Design uart_tx_fifo, sky130hd; sources not shown.
==> run_1/layer_met1.png <==
Supply wires on this layer in grey.
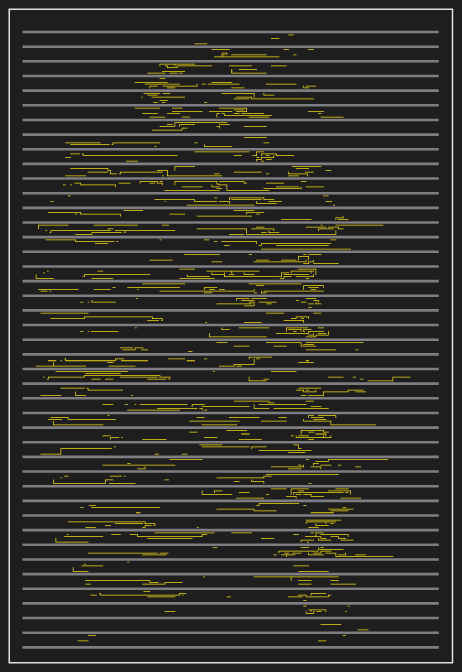
share of all routed wire	43%
longest straight run	17.5 um
main direction	horizontal
met1 capacity usage during global routing: 13.69%
final routed wirelength across all metal layers: 4850 um
count of vias placed by the detailed router: 1568

==> run_1/placement_by_type.png <==
Bar = 20 um. Fill, decap, tap and diode cells in grey.
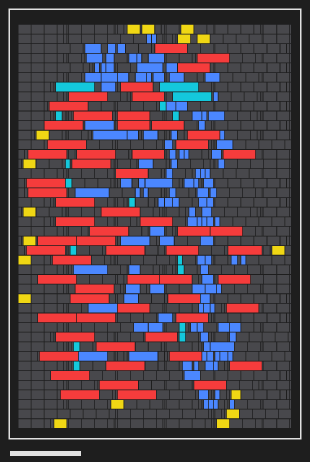
class	colour	cells	share of their area
clock drivers and dummy loads	cyan	16	5.0%
combinational and other logic	blue	126	34%
sequential cells	red	61	56%
remaining buffers and delay cells	yellow	17	5.5%
area of all placed cells without fillers: 3172 um^2
standard cell core area: 8828 um^2
final core occ: 35.93%

==> run_1/congestion.png <==
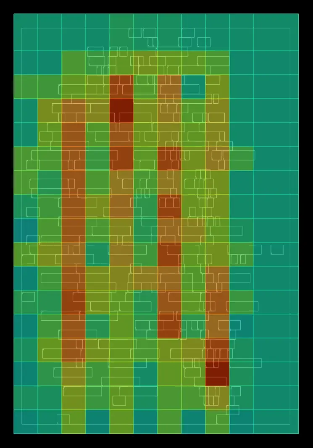
met2 usage in global routing: 18.70%
met3 track demand over resource: 3.943%

==> run notes, run 1 <==
run metrics: portion of total power attributed to sequential cells=roughly half, CTS Hold Buffers Added=0, setup_tns=0 ns, filler-free cell count of the finished design=around 330, DRT iter0 DRCs=78, most frequently used flop master after synthesis=edfxtp_1, number of diodes added for antenna fixing=0, Post-Place Worst Slack=between 4 and 5 ns, biggest fanout along the worst timing path=7, Vert. Die Dim=around 120 um, Overall Global Routing Usage=a little under an eighth, die outline width=82.04 um, critical path's top delay family=buffers and inverters, Buffers, non-clock=17, endpoints failing hold=0, switching power of the nets=around 0.00034 W, power drawn by the sequential cells=0.000518 W, tally of unique sky130hd cells used after synthesis=40, starting density of the core=31.04%, share of flip-flops with an asynchronous set or reset=~48%, number of global-route vias before repair=around 1700, maximum number of pins on one net before global-route repair=30, # fillers=884, sum of routed wire segments on met1=2061 um, top routing layer in use=met4, Synth top cell by count=edfxtp_1, biggest area consumer among synthesized cells=edfxtp_1, cells traversed along the worst timing path=nor3_2 > inv_1 > clkdlybuf4s50_1, Max-area cell class=registers, share of post-route cells with drive strength above 1=~18%, number of well-tap cells placed=~110, yosys synthesis chip area=around 2700 um^2, switching power share of the total=31.93%, Cell Pwr Density=around 340 nW/um^2, outcome=complete, no violations, number of max-slew violations in the final report=0, Synthesis Warnings=0, achievable frequency=around 0.26 GHz, unrepaired setup endpoints after global routing=false, Multi-input comb cells=115, I/O pin total=17, Setup CP Type=register to output port, Comb. pwr=0.000304 W, flip-flops with a built-in enable=32, maximum VDD drop=0.0001355 V, Non-clock buffering overhead=between 5 and 6%, r2r setup slk=approximately 5 ns, antenna violations before repair=0, overall power of the completed layout=~0.0011 W, Min Clock Period, post-route=3.808 ns, Crit. End Element=output port, most frequent cells after synthesis=edfxtp_1, dfrtp_1, nand2_1, logic depth of the worst setup path including buffers=3, main area contributors=edfxtp_1, dfrtp_1, mux2_2, part of the Yosys area used for sequential elements=between 60 and 70%, data required time at the worst endpoint=6.28 ns, power in the clock group=approximately 0.00024 W, worst hold stages=2, worst rel slew slack=around three fifths, area of the multi-input gates=just under 1000 um^2, Routed wire per std cell=~15 um, number of setup buffers added after CTS=0, hpwl dp=3427 um, largest power group=sequential cells, flip-flop count of the largest register after layout=32, cell internal pwr=around 0.00072 W, number of inverters outside the clock class in the layout=11, pin slew with the least headroom to its limit=about 0.63 ns, total die size=between 9000 and 10000 um^2, proportion of cell area occupied by multi-input gates=a little under a third, number of CTS-inserted buffers=9, routed length on met2=~2500 um, Finish-stage setup viols=0, proportion of power drawn by the clock network=roughly 23%, residual antenna-violating net count after detailed routing=0, Resized Gates After CTS=0, routed wire length on met3=between 100 and 150 um, fraction of standard cell area that is sequential=53.22%, average size of a mapped cell=between 10 and 15 um^2, net count after synthesis=between 200 and 250, fraction of area in clock buffers and inverters=4.813%
## run 1: cells in the final DEF (no fill, tap or decap), drive strengths merged, types with 3 or more instances in the layout
cell type / n
a21oi: 6
a31oi: 4
and3: 4
bufinv: 3
clkbuf: 10
clkdlybuf4s50: 16
clkinv: 3
dfrtp: 28
edfxtp: 32
ha: 8
inv: 11
mux2: 13
mux4: 8
nand2: 13
nand3: 3
nor2: 10
nor3: 7
o21ai: 8
o31ai: 6
xnor2: 6
## run 1: kinds of logic after synthesis
kind of cell | Yosys count | synth area share, %
DFF | 61 | 61.60
and+or+nand+nor | 44 | 8.403
AOI/OAI and AO/OA | 34 | 8.585
muxes | 21 | 12.33
buffers and inverters | 14 | 2.466
adders and majority gates | 9 | 4.384
xor gates and xnor gates | 7 | 2.237
## Run 2: what changed since run 1
- PLACE_DENSITY: 0.53 -> 0.55
- clock period: 8.1 -> 3.2 ns (I/O delays scaled with it)
==> run_2/layer_met1.png <==
Supply wires on this layer in grey.
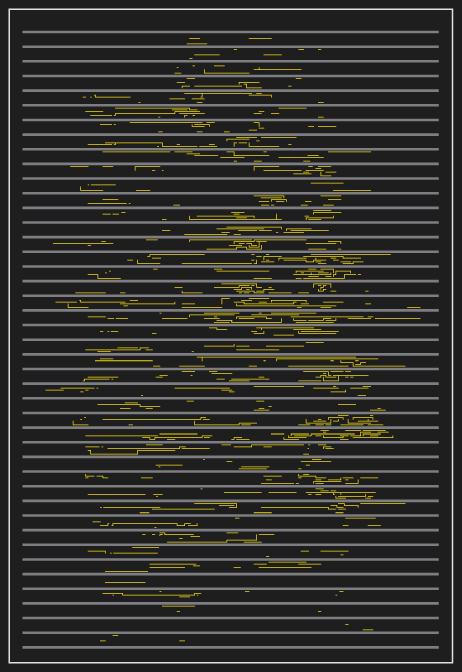
wire length on this layer	1950 um
share of all routed wire	39%
longest straight run	29.4 um
main direction	horizontal
met1 capacity usage during global routing: 12.78%
count of vias placed by the detailed router: 1640
final routed wirelength across all metal layers: 5041 um

==> run_2/placement_by_type.png <==
Bar = 20 um. Fill, decap, tap and diode cells in grey.
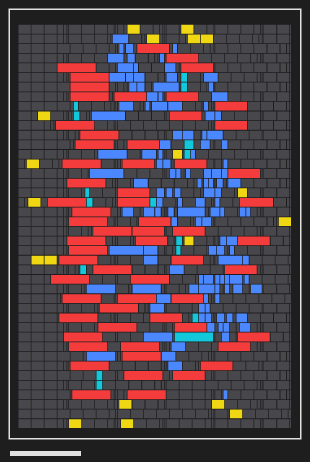
class	colour	cells	share of their area
sequential cells	red	61	56%
remaining buffers and delay cells	yellow	19	6.1%
combinational and other logic	blue	126	34%
clock drivers and dummy loads	cyan	16	3.5%
area of all placed cells without fillers: 3138 um^2
final core occ: 35.54%
number of placement rows: 42

==> run 2 against run 1 <==
  * Clock power grew 86%
  * Sequential power rose to 2.5 times the previous value
  * Die area did not move
  * Setup slack worse by 3.9 ns
  * Sequential share of layout area grew 0.57 points
  * Global-route usage rose by 0.53 points
  * Critical path depth is 6 higher
  * Critical path type is now register to register
  * Largest cell class unchanged
  * Largest power group unchanged
==> run notes, run 2 <==
run metrics: outcome=complete, no violations, Crit. End Element=register, yosys synthesis chip area=2740 um^2 (unchanged), most used logic cell in the final layout=edfxtp_1, Cell Pwr Density=811.5 nW/um^2 (+140%), overall power of the completed layout=0.002547 W (+140%), switching power of the nets=0.0008685 W (+160%), setup_tns=0 ns (unchanged), most frequently used flop master after synthesis=edfxtp_1, met2 usage in global routing=19.82% (+1.1 points), average size of a mapped cell=14.42 um^2 (unchanged), Routed wire per std cell=15.18 um (+3.3%), # fillers=890 (+0.68%), cell internal pwr=0.001678 W (+130%), power drawn by the sequential cells=0.00132 W (+150%), Vert. Die Dim=121.1 um (unchanged), maximum number of pins on one net before global-route repair=16 (-47%), Setup CP Type=register to register, die outline width=82.04 um (unchanged), total die size=9930 um^2 (unchanged), DRT iter0 DRCs=107 (+37%), antenna violations before repair=0 (unchanged), filler-free cell count of the finished design=332 (+0.61%), Dominant combinational family=multiplexers, top routing layer in use=met4, CTS Hold Buffers Added=0 (unchanged), maximum VDD drop=0.0002435 V (+80%), most frequent cells after synthesis=edfxtp_1, dfrtp_1, nand2_1, I/O pin total=17 (unchanged), number of max-slew violations in the final report=0 (unchanged), Post-Place Worst Slack=0.4445 ns (-3.958 ns), share of post-route cells with drive strength above 1=18.02% (+0.29 points), flip-flops with a built-in enable=32 (unchanged), met3 track demand over resource=2.976% (-0.97 points), xor/xnor share=2.237% (unchanged), area fraction in mux cells=12.33% (unchanged), switching power share of the total=34.10% (+2.2 points), Comb. pwr=0.000780 W (+160%), adder share=4.384% (unchanged), pin slew with the least headroom to its limit=0.5873 ns (-0.04113 ns), commonest non-fill, non-tap cells in the layout=edfxtp_1, dfrtp_1, clkdlybuf4s50_1, Synth top cell by count=edfxtp_1, sum of routed wire segments on met1=1948 um (-5.5%), r2r setup slk=0.40 ns (-4.74 ns), Min Clock Period, post-route=2.800 ns, portion of total power attributed to sequential cells=51.7% (+3.0 points), residual antenna-violating net count after detailed routing=0 (unchanged), number of setup buffers added after CTS=0 (unchanged), power in the clock group=0.000451 W (+86%), net count after synthesis=210 (unchanged), endpoints failing hold=0 (unchanged), largest power group=sequential cells, main area contributors=edfxtp_1, dfrtp_1, mux2_2, area of the multi-input gates=984.7 um^2 (unchanged), Simple-Gate Area Share=8.402% (unchanged), part of the Yosys area used for sequential elements=61.60% (unchanged), tally of unique sky130hd cells used after synthesis=40 (unchanged), flip-flop count of the largest register after layout=32 (unchanged), yosys aoi share=8.584% (unchanged), proportion of power drawn by the clock network=17.7% (-5.1 points), Finish-stage setup viols=0 (unchanged)
[run 2: cell count changes in the layout (fill, tap and decap cells not counted)]
| cell | delta |
|---|---|
| buf_4 | +2 |
| bufinv_16 | -2 |
| clkinv_1 | +1 |
| clkinvlp_4 | +1 |
[run 2: area by class of cell]
| type | instances | area share [%] |
|---|---|---|
| sequential | 61 | 53.79 |
| multi-input combinational | 115 | 31.38 |
| timing repair buffer | 19 | 5.821 |
| tap | 110 | 4.386 |
| clock inverter | 6 | 1.715 |
| clock buffer | 10 | 1.595 |
| inverter | 11 | 1.316 |
[run 2: kinds of logic after synthesis]
logic type | count (synthesis)
mux | 21
simple gates | 44
fa+ha+maj | 9
flops | 61
compound gates | 34
buf+inv | 14
xor+xnor | 7
No activity file was given, so power comes from the tool's default toggle rates.
